==> src/rtl/chan_fifo_pkg.sv <==
// Shared constants and helpers for the channel FIFO bank.
package chan_fifo_pkg;

  localparam logic [6:0] STAT_H2F_BASE = 7'h40;
  localparam logic [6:0] STAT_F2H_BASE = 7'h60;
  localparam logic [6:0] STAT_MASK     = 7'h60;
  localparam int         FLUSH_H2F_BIT = 0;
  localparam int         FLUSH_F2H_BIT = 1;

  // A depth counter must hold 0..2^depthLog2 inclusive.
  function automatic int depthWidth(input int depthLog2);
    return depthLog2 + 1;
  endfunction

endpackage

==> src/rtl/chan_fifo_bank_fifo_core.sv <==
// Synchronous byte FIFO with first-word fall-through head, flush and depth output.
module fifo_core
  import chan_fifo_pkg::*;
#(
  parameter int DEPTH_LOG2 = 4,
  localparam int DW = depthWidth(DEPTH_LOG2)
) (
  input  logic          clk_in,
  input  logic          resetN_in,
  input  logic          flush_in,
  input  logic [7:0]    pushData,
  input  logic          pushValid,
  output logic          pushReady,
  output logic [7:0]    popData,
  output logic          popValid,
  input  logic          popReady,
  output logic [DW-1:0] depth_out
);

  localparam int DEPTH = 1 << DEPTH_LOG2;

  logic [7:0]            mem [DEPTH];
  logic [DEPTH_LOG2-1:0] wrPtr, rdPtr;
  logic [DW-1:0]         depth;
  logic                  doPush, doPop;

  assign pushReady = (depth != DW'(DEPTH));
  assign popValid  = (depth != '0);
  // Mask the head so an empty FIFO presents 0x00 instead of stale RAM.
  assign popData   = popValid ? mem[rdPtr] : 8'h00;
  assign depth_out = depth;
  assign doPush    = pushValid && pushReady;
  assign doPop     = popValid && popReady;

  always_ff @(posedge clk_in or negedge resetN_in) begin
    if (!resetN_in) begin
      wrPtr <= '0;
      rdPtr <= '0;
      depth <= '0;
    end else if (flush_in) begin
      wrPtr <= '0;
      rdPtr <= '0;
      depth <= '0;
    end else begin
      if (doPush) wrPtr <= wrPtr + DEPTH_LOG2'(1);
      if (doPop)  rdPtr <= rdPtr + DEPTH_LOG2'(1);
      case ({doPush, doPop})
        2'b10:   depth <= depth + DW'(1);
        2'b01:   depth <= depth - DW'(1);
        default: depth <= depth;
      endcase
    end
  end

  always_ff @(posedge clk_in) begin
    if (doPush && !flush_in) mem[wrPtr] <= pushData;
  end

endmodule

==> src/rtl/chan_fifo_bank.sv <==
// Bank of NUM_CHANS h2f/f2h FIFO pairs behind the host channel interface.
// Build option: define CHAN_FIFO_FLUSH_EN to enable host-commanded flush via 0x40+k writes.
module chan_fifo_bank
  import chan_fifo_pkg::*;
#(
  parameter int NUM_CHANS  = 2,
  parameter int DEPTH_LOG2 = 4
) (
  input  logic                   clk_in,
  input  logic                   resetN_in,
  input  logic [6:0]             chanAddr_in,
  input  logic [7:0]             h2fData_in,
  input  logic                   h2fValid_in,
  output logic                   h2fReady_out,
  output logic [7:0]             f2hData_out,
  output logic                   f2hValid_out,
  input  logic                   f2hReady_in,
  output logic [8*NUM_CHANS-1:0] fabOutData_out,
  output logic [NUM_CHANS-1:0]   fabOutValid_out,
  input  logic [NUM_CHANS-1:0]   fabOutReady_in,
  input  logic [8*NUM_CHANS-1:0] fabInData_in,
  input  logic [NUM_CHANS-1:0]   fabInValid_in,
  output logic [NUM_CHANS-1:0]   fabInReady_out
);

  localparam int         DW = depthWidth(DEPTH_LOG2);
  localparam logic [6:0] NC = 7'(NUM_CHANS);

  logic [NUM_CHANS-1:0][7:0]    h2fHead, f2hHead, fabInData;
  logic [NUM_CHANS-1:0][DW-1:0] h2fDepth, f2hDepth;
  logic [NUM_CHANS-1:0]         h2fPush, h2fReady, f2hPop, f2hValid, h2fFlush, f2hFlush;

  logic [3:0] idx;
  logic       isData, isStatH2f, isStatF2h;

  assign idx       = chanAddr_in[3:0];
  assign isData    = chanAddr_in < NC;
  // Status windows are 32 channels wide; only the first NUM_CHANS are mapped.
  assign isStatH2f = ((chanAddr_in & STAT_MASK) == STAT_H2F_BASE) && ({2'b00, chanAddr_in[4:0]} < NC);
  assign isStatF2h = ((chanAddr_in & STAT_MASK) == STAT_F2H_BASE) && ({2'b00, chanAddr_in[4:0]} < NC);

  assign fabOutData_out = h2fHead;
  assign fabInData      = fabInData_in;

  for (genvar k = 0; k < NUM_CHANS; k++) begin : gLane
    logic sel;
    assign sel        = (idx == 4'(k));
    assign h2fPush[k] = h2fValid_in && isData && sel;
    assign f2hPop[k]  = f2hReady_in && isData && sel;
`ifdef CHAN_FIFO_FLUSH_EN
    assign h2fFlush[k] = h2fValid_in && isStatH2f && sel && h2fData_in[FLUSH_H2F_BIT];
    assign f2hFlush[k] = h2fValid_in && isStatH2f && sel && h2fData_in[FLUSH_F2H_BIT];
`else
    assign h2fFlush[k] = 1'b0;
    assign f2hFlush[k] = 1'b0;
`endif

    fifo_core #(.DEPTH_LOG2(DEPTH_LOG2)) uH2f (
      .clk_in    (clk_in),
      .resetN_in (resetN_in),
      .flush_in  (h2fFlush[k]),
      .pushData  (h2fData_in),
      .pushValid (h2fPush[k]),
      .pushReady (h2fReady[k]),
      .popData   (h2fHead[k]),
      .popValid  (fabOutValid_out[k]),
      .popReady  (fabOutReady_in[k]),
      .depth_out (h2fDepth[k])
    );

    fifo_core #(.DEPTH_LOG2(DEPTH_LOG2)) uF2h (
      .clk_in    (clk_in),
      .resetN_in (resetN_in),
      .flush_in  (f2hFlush[k]),
      .pushData  (fabInData[k]),
      .pushValid (fabInValid_in[k]),
      .pushReady (fabInReady_out[k]),
      .popData   (f2hHead[k]),
      .popValid  (f2hValid[k]),
      .popReady  (f2hPop[k]),
      .depth_out (f2hDepth[k])
    );
  end

  logic          selH2fReady, selF2hValid;
  logic [7:0]    selF2hHead;
  logic [DW-1:0] selH2fDepth, selF2hDepth;

  always_comb begin
    selH2fReady = 1'b0;
    selF2hValid = 1'b0;
    selF2hHead  = 8'h00;
    selH2fDepth = '0;
    selF2hDepth = '0;
    for (int k = 0; k < NUM_CHANS; k++) begin
      if (idx == 4'(k)) begin
        selH2fReady = h2fReady[k];
        selF2hValid = f2hValid[k];
        selF2hHead  = f2hHead[k];
        selH2fDepth = h2fDepth[k];
        selF2hDepth = f2hDepth[k];
      end
    end
  end

  assign h2fReady_out = isData ? selH2fReady : 1'b1;
  assign f2hValid_out = isData ? selF2hValid : 1'b1;

  always_comb begin
    f2hData_out = 8'h00;
    if (isData)         f2hData_out = selF2hHead;
    else if (isStatH2f) f2hData_out = 8'(selH2fDepth);
    else if (isStatF2h) f2hData_out = 8'(selF2hDepth);
  end

endmodule

==> config.mk <==
export PLATFORM = sky130hd
export DESIGN_NAME = chan_fifo_bank
export DESIGN_NICKNAME = d
export VERILOG_FILES = /design/src/rtl/chan_fifo_pkg.sv /design/src/rtl/chan_fifo_bank_fifo_core.sv /design/src/rtl/chan_fifo_bank.sv
export SDC_FILE = /design/constraint.sdc
export NUM_CORES = 1
export LEC_CHECK = 0
export CAP_MARGIN = 20
export CORE_MARGIN = 3
export CORE_UTILIZATION = 40
export DETAILED_ROUTE_END_ITERATION = 10
export GPL_TIMING_DRIVEN = 0
export PLACE_DENSITY_LB_ADDON = 0.1
export SLEW_MARGIN = 0
export SYNTH_ARGS = -nofsm -noshare
export SYNTH_HDL_FRONTEND = slang
export SYNTH_SLANG_ARGS = --single-unit
==> constraint.sdc <==
create_clock -name clk_in -period 2.97 [get_ports clk_in]
set_input_delay 0.297 -clock clk_in [delete_from_list [all_inputs] [get_ports clk_in]]
set_output_delay 0.297 -clock clk_in [all_outputs]
set_load 0.02 [all_outputs]
==> run_1/pins.png <==
Pins as bars across the die edge, other pins in gray.
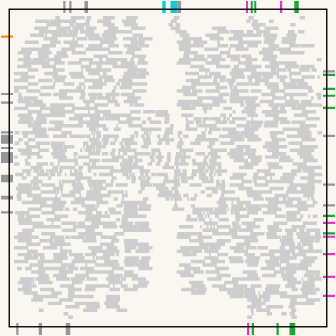
- `fabOutData_out`: green (pins 16; direction output; edge 6 right, 6 bottom, 4 top)
- `clk_in`: orange (pins 1; direction input; edge left)
- `h2fData_in`: magenta (pins 8; direction input; edge 5 right, 2 top, 1 bottom)
- `chanAddr_in`: cyan (pins 7; direction input; edge top)
- all pins by edge: 23 left, 19 top, 15 right, 12 bottom
Die Wd: 247 µm
I/O Buffers: 68
Chip Height: 247 µm

==> run_1/metal_stack.png <==
Only two layers are drawn.
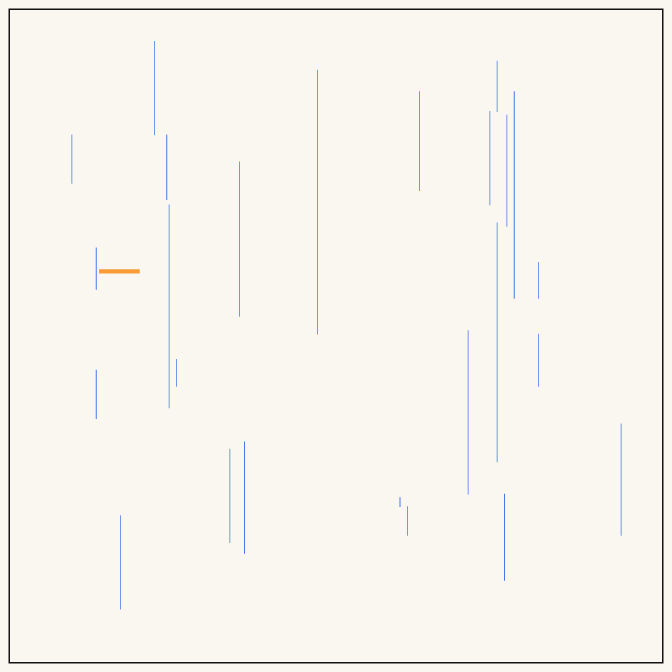
- met5: orange (wire length 13.8 µm)
- met4: blue (wire length 957 µm)

==> run notes, run 1 <==
yosys + openroad results -> largest net degree at the start of global routing=53, FF+latch count, synth=564, worst rel slew slack=30.1%, H-tree depth=2, clock skew=0.0134 ns, Area after DPL=25300 µm², total track usage=17.2%, Hold Vio Cnt, Final=0, RSZ-0062 raised after global routing=true, Yosys Instances=1190, DRT antenna net count=0, DRC viols=0, Peak VDD IR=0.000508 V, PwrDens=822 nW/µm², Final setup viols=7, CORE AREA=56900 µm², Layout Nets=1454, first-pass GRT wire length=77600 µm, CP endpoint kind=output port, Hold Path Class=primary input to async pin, R2R setup slack=0.09 ns, layout cell share with drive strength beyond 1=35.0%, hpwl dp=33800 µm, number of buffers created by CTS=59, syn nets=1263, switching power=6340 µW, R2R Path End=gLane[1].uH2f.depth_out[4], Pre-Place Util=40.8%, tool warnings=45, DR WL/cell=23.8 µm, distinct lib cells=56, synthesized area per cell=19.5 µm², Final min period=3.06 ns, CTS sink cnt=564, vias in the first global route=11900, WS Path Type=flip-flop to output port, number of core rows=87, status=finished, violations left, internal power=17200 µW, CP max FO=10, Synth Seq Share=71.9%, post-route cell area=28600 µm², Max-Cap Viols=0, I/O pin count=69, Synth area leader=edfxtp_1, Arrival @ worst endpoint=2.76 ns, clk slew on worst S/H paths=0.06 ns, most used logic cell in the final layout=edfxtp_1, DRT iter0 DRCs=751, EDFF count, synth=512, Clock Tree Root=clkbuf_16, Post-synth ARST share=9.22%, post-synth top area share=66.3%, Chip Area, Yosys=23200 µm², P_leak=0.00953 µW, WHS=0.301 ns, failing checks=setup timing, CTS tree=done, warnings from Yosys=0, Final WS setup=-0.0915 ns, Worst Path Required=2.67 ns, Most common reg cell=edfxtp_1, Fillers=4650, GRT overflow=0, via/cell ratio=5.24, combinational share of power=26.5%, placer congestion estimate=0.721, Clk pwr share=31.9%, Post-Route WL=51900 µm, drt pass-1 iters=5
==> run_1/registers.png <==
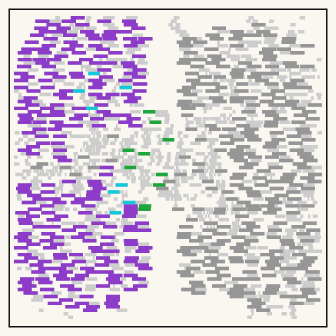
- `gLane.uF2h.rdPtr`: cyan (flops 8)
- `gLane.uF2h.mem`: purple (flops 256)
- `gLane.uF2h.depth_out`: green (flops 10; where middle)
- not colored: 290
register area: 16700 µm²
flop share of the area: 58.3%

## run 1: per-layer routing
layer  wire length (µm)  track usage [%]  vias up
met5                 13                0        -
li1                   -                -     5174
met3               1840             2.78       63
met4                957             4.51        2
met1              23400             24.3     6028
met2              25700             28.1      188
## run 1: worst max-delay path, stage by stage, from the launching register on
cell and delay [ns]:
dfrtp_1 0.39, buf_6 0.18, buf_8 0.17, clkbuf_16 0.18
mux4_2 0.29, mux4_2 0.54, a32o_2 0.28, buf_6 0.14
## run 1: layout make-up
cell class / instances / area, µm² / share of cell area (%)
clock buffer: 84 / 1680 / 5.87
tap: 756 / 946 / 3.30
clock inverter: 26 / 302 / 1.05
timing repair buffer: 146 / 1710 / 5.96
inverter: 20 / 82.6 / 0.288
sequential: 564 / 16700 / 58.3
multi-input combinational: 530 / 6550 / 22.9
buffer: 60 / 657 / 2.29
## run 1: power by group through the flow
stage          logic, µW  registers, µW  clock network [µW]
2_1_floorplan       3500           9640                   0
3_3_place_gp        5140           9720                   0
3_5_place_dp        5300           9720                   0
4_1_cts             5680           9710                7700
5_1_grt             6690           9850                8020
6_report            6240           9780                7500
## run 1: sequential cells by signal (all words and copies together) (netlist names)
| signal | count |
|---|---|
| gLane.uH2f.wrPtr | 8 |
| gLane.uH2f.rdPtr | 8 |
| gLane.uF2h.rdPtr | 8 |
| gLane.uF2h.mem | 256 |
| gLane.uH2f.depth_out | 10 |
| gLane.uF2h.depth_out | 10 |
| gLane.uF2h.wrPtr | 8 |
| gLane.uH2f.mem | 256 |
## run 1: timing repair
item,4_1_cts,5_1_grt
hold buffers,1,0
pin swaps,19,16
setup buffers,22,30
cloned,7,2
resized,263,95
endpoints found under the hold margin,52,0
endpoints found under the setup margin,77,30
## run 1: kinds of logic after synthesis
logic type,after synthesis,share of synthesized area (%)
flops,564,71.9
compound gates,81,2.48
xor+xnor,49,1.85
buf+inv,96,1.89
simple gates,195,4.46
fa+ha+maj,34,1.83
mux,171,15.6
## run 1: metrics by stage
| stage | power, µW | std cells | setup WS [ns] | utilization [%] | setup TNS, ns |
|---|---|---|---|---|---|
| final | 23500 | 2186 | -0.0915 | 50.3 | -0.337 |
| after global routing | 24600 | 2186 | -0.179 | 50.3 | -1.62 |
| after CTS | 23100 | 2160 | -0.169 | 49.3 | -1.73 |
| after detailed placement | 15000 | 2032 | -1.41 | 44.4 | -139.39 |
| after global placement | 14900 | 2014 | -1.33 | 43.8 | -209.85 |
| after floorplan | 13100 | 1190 | -0.117 | - | -0.253 |
## run 1: synth_stat cells, types with 5 or more instances
master    count
a22o_1       12
edfxtp_1    512
nor3_1       13
mux2i_1      11
buf_2        12
ha_1         34
xnor2_1      28
nand4_1       9
buf_1         9
a21oi_1      20
buf_4        14
o21ai_0      10
nand2b_1      9
nand2_1      39
mux4_2      152
inv_1        19
nor2_1       52
dfrtp_1      52
mux2_2        8
xor2_1       21
clkbuf_1     40
nor2b_1      24
and2_1       22
a211o_1       5
==> run_1/met3.png <==
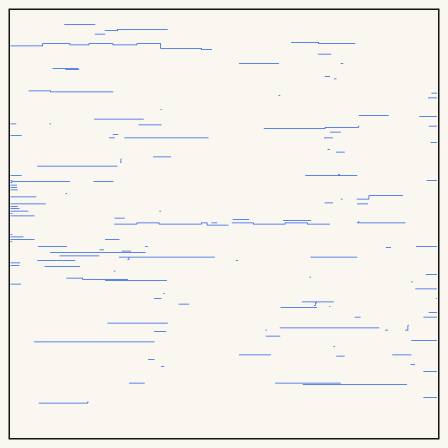

==> run 1 -> run 2 <==
--- a/config.mk
+++ b/config.mk
@@ -8,6 +8,7 @@
 export CAP_MARGIN = 20
 export CORE_MARGIN = 3
 export CORE_UTILIZATION = 40
+export CTS_CLUSTER_SIZE = 8
 export DETAILED_ROUTE_END_ITERATION = 10
 export GPL_TIMING_DRIVEN = 0
 export PLACE_DENSITY_LB_ADDON = 0.1
==> run_2/met3.png <==
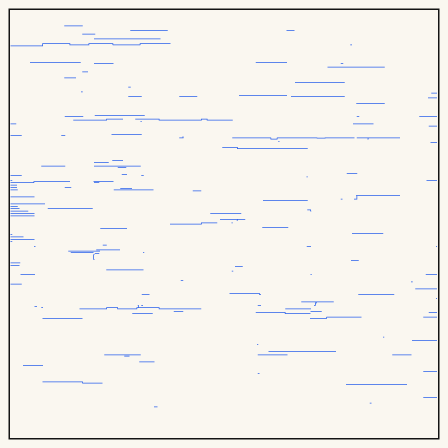
- main direction: horizontal
- wire length on this layer: 1830 µm
- longest straight run: 40.5 µm
- share of all routed wire: 3.5%
- nets with wire on the layer: 82
Post-Route WL: 52100 µm
GR Util met3: 3.45%
vias: 11500

==> run_2/pins.png <==
Pins as bars across the die edge, other pins in gray.
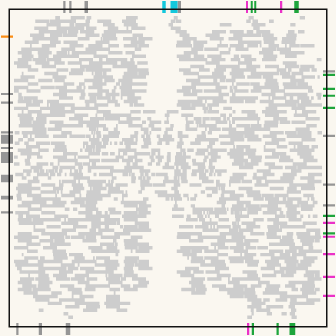
- `h2fData_in`: magenta (pins 8; direction input; edge 5 right, 2 top, 1 bottom)
- `clk_in`: orange (pins 1; direction input; edge left)
- `fabOutData_out`: green (pins 16; direction output; edge 6 right, 6 bottom, 4 top)
- `chanAddr_in`: cyan (pins 7; direction input; edge top)

==> run notes, run 2 <==
yosys + openroad results -> status=finished, violations left, failing checks=setup timing, CP max FO=6, number of core rows=87, I/O Buffers=68, mux share=15.6%, DRT iter0 DRCs=698, post-synth top area share=66.3%, warnings from Yosys=0, Synth area leader=edfxtp_1, Pre-Place Util=40.8%, GRT overflow=0, tool warnings=45, Top non-seq family=multiplexers, Hold Path Class=primary input to async pin, hpwl dp=33800 µm, biggest regs=gLane.uF2h.mem (256), gLane.uH2f.mem (256), Placed Cells=2032, Worst Path Required=2.67 ns, Met1 Wirelength=23400 µm, H-tree depth=3, most used logic cell in the final layout=edfxtp_1, Clock Tree Root=clkbuf_16, distinct lib cells=56, CP endpoint kind=output port, number of buffers created by CTS=80, DRT antenna net count=0, DRC viols=0, RSZ-0062 raised after global routing=true, wire length on met3=1830 µm, and+or+nand+nor area frac=4.47%, Commonest cells post-synth=edfxtp_1, mux4_2, dfrtp_1, nor2_1, clkbuf_1, Hold Vio Cnt, Final=0, Die Wd=247 µm, Final setup viols=8, CORE AREA=56900 µm², Adder-Cell Fraction of Synth Area=1.83%, XORs/XNORs by Area=1.85%, Post-synth ARST share=9.22%, final cell count without fillers=2204, Final WS setup=-0.0804 ns, Most common reg cell=edfxtp_1, Final min period=3.05 ns, first-pass GRT wire length=77900 µm, Max-Cap Viols=0, PwrDens=840 nW/µm², Top Metal Used=met5, Fillers=4603, synthesized area per cell=19.5 µm², syn nets=1263, Peak VDD IR=0.000549 V, DR WL/cell=23.6 µm, total track usage=17.4%, layout cell share with drive strength beyond 1=33.4%, CTS tree=done, via/cell ratio=5.24, Arrival @ worst endpoint=2.75 ns, Chip Height=247 µm, vias in the first global route=12100, clk slew on worst S/H paths=0.05 ns, worst rel slew slack=29.8%, Layout Nets=1463, FF+latch count, synth=564, R2R setup slack=0.08 ns, CTS sink cnt=564, EDFF count, synth=512, Setup Slack @ Placement=-1.41 ns, drt pass-1 iters=6
[run 2: netlist changes by cell type in the layout (fill, tap and decap cells not counted), sizes merged, moves of 2 or more]
cell / before / now
clkbuf: 111 / 169
buf: 136 / 119
clkinv: 18 / 1
bufinv: 7 / 0
clkdlybuf4s15: 0 / 2
[run 2: repair_timing]
| item | 4_1_cts | 5_1_grt |
|---|---|---|
| gates cloned | 2 | 7 |
| buffers inserted | 16 | 20 |
| hold buffers | 1 | 0 |
| endpoints found under the hold margin | 52 | 0 |
| resized | 255 | 85 |
| pin swaps | 16 | 11 |
| setup endpoints to repair | 80 | 29 |
[run 2: cell families after synthesis]
kind of cell | Yosys count
buf+inv | 96
xor+xnor | 49
mux | 171
simple gates | 195
fa+ha+maj | 34
flops | 564
compound gates | 81
[run 2: critical path, stage by stage, from the launching register on]
cell	delay (ns)
dfrtp_2	0.41
buf_12	0.13
buf_12	0.14
mux4_2	0.54
mux4_2	0.53
a32o_2	0.27
buf_6	0.13
[run 2: final timing paths]
| path | to |
|---|---|
| min in group clk_in | gLane[0].uF2h.wrPtr[0] |
| worst min-delay path | gLane[1].uF2h.rdPtr[1] |
| worst max register to register | gLane[1].uH2f.depth_out[4] |
| worst max-delay path | f2hData_out[5] |
| max in group asynchronous | gLane[0].uF2h.depth_out[0] |
| worst min register to register | gLane[0].uH2f.depth_out[4] |
[run 2: final cells by class]
class                           instances  area, µm²  area share (%)
Inverter                               20       82.6           0.286
Sequential cell                       564      16700            57.9
Buffer                                 61        684            2.37
Tap cell                              756        946            3.28
Clock inverter                          2       25.0          0.0867
Multi-Input combinational cell        530       6540            22.6
Timing Repair Buffer                  133       1570            5.45
Clock buffer                          138       2310            8.02
[run 2: routing by layer]
metal / track usage [%] / vias to the layer above
li1: - / 5192
met1: 24.2 / 6061
met2: 28.2 / 211
met3: 3.45 / 75
met4: 4.54 / 2
met5: 0 / -
[run 2: report_power, final]
group / leakage, µW / switching [µW] / internal [µW] / total [µW]
Clock: 0.00112 / 3190 / 5230 / 8420
Sequential: 0.00522 / 475 / 9320 / 9790
Combinational: 0.00327 / 2820 / 3210 / 6030
Total: 0.00960 / 6490 / 17800 / 24200
[run 2: through the flow]
stage | setup TNS (ns) | area, µm² | total power (µW) | util (%)
after floorplan | -0.253 | 23300 | 13100 | -
after global placement | -209.85 | 24900 | 14900 | 43.8
after detailed placement | -139.39 | 25300 | 15000 | 44.4
after CTS | -0.908 | 28200 | 23700 | 49.6
after global routing | -1.28 | 28900 | 25300 | 50.7
final | -0.280 | 28900 | 24200 | 50.7
==> run_2/final_congestion.png <==
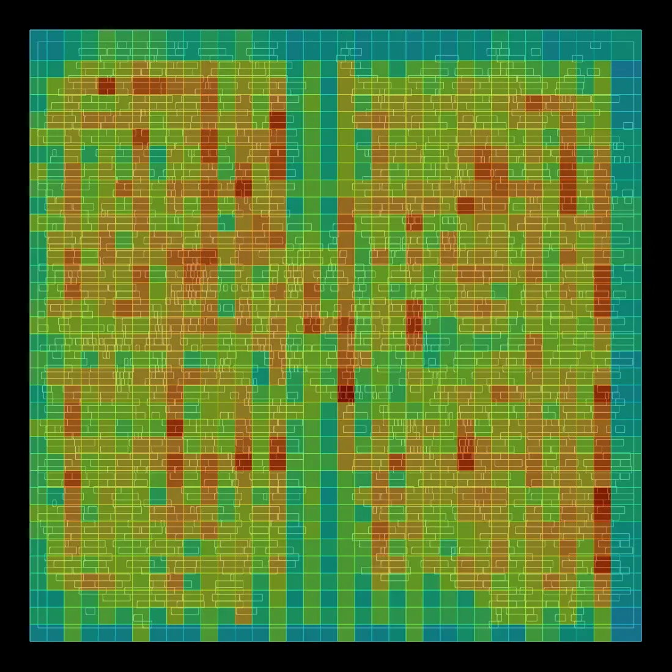

==> run 2 -> run 3 <==
==> constraint.sdc (replaced) <==
create_clock -name clk_in -period 2.97 [get_ports clk_in]
set_input_delay 0.594 -clock clk_in [delete_from_list [all_inputs] [get_ports clk_in]]
set_output_delay 0.594 -clock clk_in [all_outputs]
set_load 0.02 [all_outputs]
==> run_3/final_congestion.png <==
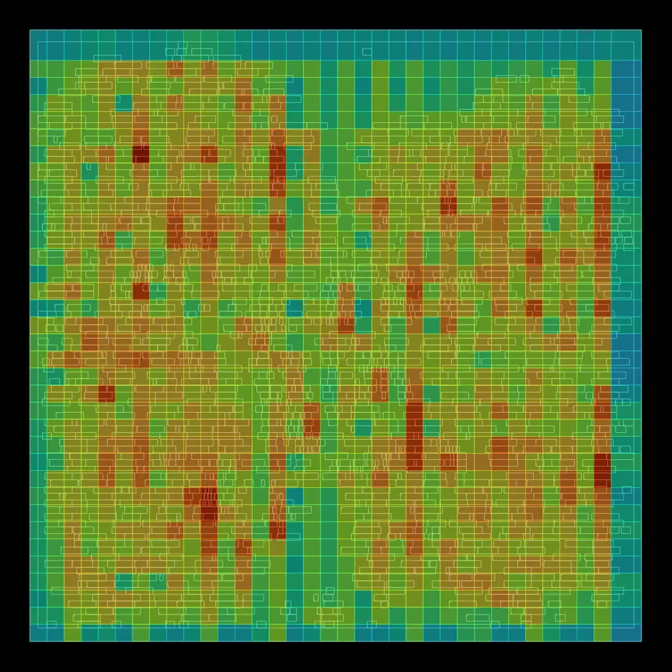
met1 Usage GRT: 25.5%
GR Util met3: 3.40%

==> run notes, run 3 <==
yosys + openroad results -> status=finished, violations left, failing checks=setup timing, Die Wd=247 µm, DRC viols=0, number of buffers created by CTS=80, TNS Setup=-6.95 ns, Commonest cells post-synth=edfxtp_1, mux4_2, dfrtp_1, nor2_1, clkbuf_1, Area growth syn-to-layout=25.7%, Hold Vio Cnt, Final=0, Final min period=3.38 ns, Placed Cells=2026, RSZ-0062 raised after global routing=true, FMAX=296 MHz, clk slew on worst S/H paths=0.05 ns, Arrival @ worst endpoint=2.78 ns, CP startpoint=gLane[0].uF2h.rdPtr[0], WS Path Type=flip-flop to output port, Final WS setup=-0.407 ns, Setup Slack @ Placement=-1.64 ns, CP cell instances=buf_12 -> buf_12 -> mux4_2 -> mux4_2 -> a32o_2 -> buf_6, CTS tree=done, via/cell ratio=5.31, CORE AREA=56900 µm², EDFF count, synth=512, I/O Buffers=68, Cell area leaders=edfxtp_1, mux4_2, dfrtp_1, H-tree depth=3, most frequent cells in the layout=edfxtp_1, mux4_2, clkbuf_16, CP peak stage delay=0.54 ns, Crit path buffers/inverters=3, total die area=60900 µm², diodes inserted=0, Synth top cell by count=edfxtp_1, DRT antenna net count=0, vias in the first global route=12300, most used logic cell in the final layout=edfxtp_1, Clock Tree Root=clkbuf_16, number of core rows=87, Hold Path Class=primary input to async pin, Fillers=4589, Cell Area, Synth=23200 µm², FF+latch count, synth=564, Pre-Place Util=40.8%, Tightest Pin Transition=1.07 ns, tool warnings=45, CTS sink cnt=564, Yosys Instances=1190, layout cell share with drive strength beyond 1=35.9%, GRT overflow=0, post-synth top area share=66.3%, placer congestion estimate=0.738, synthesized area per cell=19.5 µm², Layout Nets=1495, Post-synth ARST share=9.22%, Worst Path Required=2.38 ns, Synth area leader=edfxtp_1, Chip Area, Yosys=23200 µm², initial antenna violation count=1, CP max-delay cell=mux4_2, drt pass-1 iters=5, Synth Seq Share=71.9%, CP max FO=6, total track usage=18.0%, first-pass GRT wire length=80400 µm, largest net degree at the start of global routing=53, syn nets=1263, DR WL/cell=24.1 µm, Most common reg cell=edfxtp_1, CP endpoint kind=output port, distinct lib cells=56, CP top delay family=multiplexers, CP Launch Type=flip-flop, final cell count without fillers=2228, clock skew=0.0177 ns, Final setup viols=24, Peak VDD IR=0.000742 V, P_leak=0.00976 µW, worst rel slew slack=28.4%, clock tree buffer depth=3, DRT iter0 DRCs=769, post-layout power=24600 µW, Chip Height=247 µm, Max-Cap Viols=0, Crit Reg-Reg Startpoint=gLane[1].uF2h.depth_out[2], hpwl dp=33500 µm, biggest regs=gLane.uF2h.mem (256), gLane.uH2f.mem (256), warnings from Yosys=0, I/O pin count=69, PwrDens=843 nW/µm²
==> run_3/met3.png <==
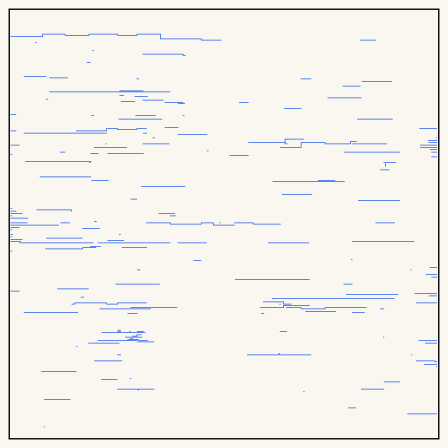
- nets with wire on the layer: 108
- longest straight run: 70.4 µm
- wire length on this layer: 2330 µm
vias: 11800
Post-Route WL: 53600 µm

-- run 3: report_power, final --
part           switching, µW  total, µW  internal [µW]
sequential               466       9780           9320
combinational           2940       6470           3520
clock                   3250       8340           5080
-- run 3: layout make-up --
class                   count  area (µm²)  share of cell area [%]
flip-flops and latches    564       16700                    57.2
multi-input cells         530        6630                    22.7
clock buffers             126        2220                    7.60
repair buffers            170        1900                    6.50
well taps                 756         946                    3.24
plain buffers              56         627                    2.15
clock inverters             6        82.6                   0.283
inverters                  20        82.6                   0.283
-- run 3: metrics by stage --
stage                     instance area, µm²  hold WS [ns]  util, %
after floorplan                        23300         0.298        -
after global placement                 25000         0.523     43.8
after detailed placement               25200         0.521     44.3
after CTS                              28300        0.0828     49.8
after global routing                   29200         0.117     51.2
final                                  29200        0.0816     51.2
-- run 3: cells by family (layout without fill, tap and decap cells) --
family,Yosys count,count (layout),synth area share (%)
flops,564,564,71.9
buf+inv,96,378,1.89
compound gates,81,81,2.48
simple gates,195,195,4.46
mux,171,171,15.6
xor+xnor,49,49,1.85
fa+ha+maj,34,34,1.83
-- run 3: path summary, 6_finish.rpt --
check	slack, ns	depth (start not counted)	end
worst max-delay path	-0.41	6	f2hData_out[5]
worst min-delay path	0.08	1	gLane[0].uH2f.rdPtr[2]
worst max register to register	0.08	15	gLane[1].uF2h.depth_out[4]
worst min register to register	0.57	1	gLane[1].uH2f.depth_out[0]
max in group asynchronous	2.31	1	gLane[1].uH2f.rdPtr[1]
min in group clk_in	0.57	1	gLane[1].uH2f.depth_out[0]
-- run 3: per-layer routing --
layer	up-vias	part of all wire, %	wire length, µm	GRT usage, %
met3	82	4.3	2330	3.40
met4	2	2.3	1220	5.15
li1	5247	-	-	-
met5	-	0.024	13	0
met2	264	48	25800	28.4
met1	6242	45	24300	25.5
-- run 3: timing repair --
action	4_1_cts	5_1_grt
buffers inserted	33	44
hold endpoints to repair	0	0
pin swaps	30	21
cloned	4	5
hold buffers	0	0
gates resized	298	100
setup endpoints to repair	282	90
Power is estimated from default activity; no workload was simulated.
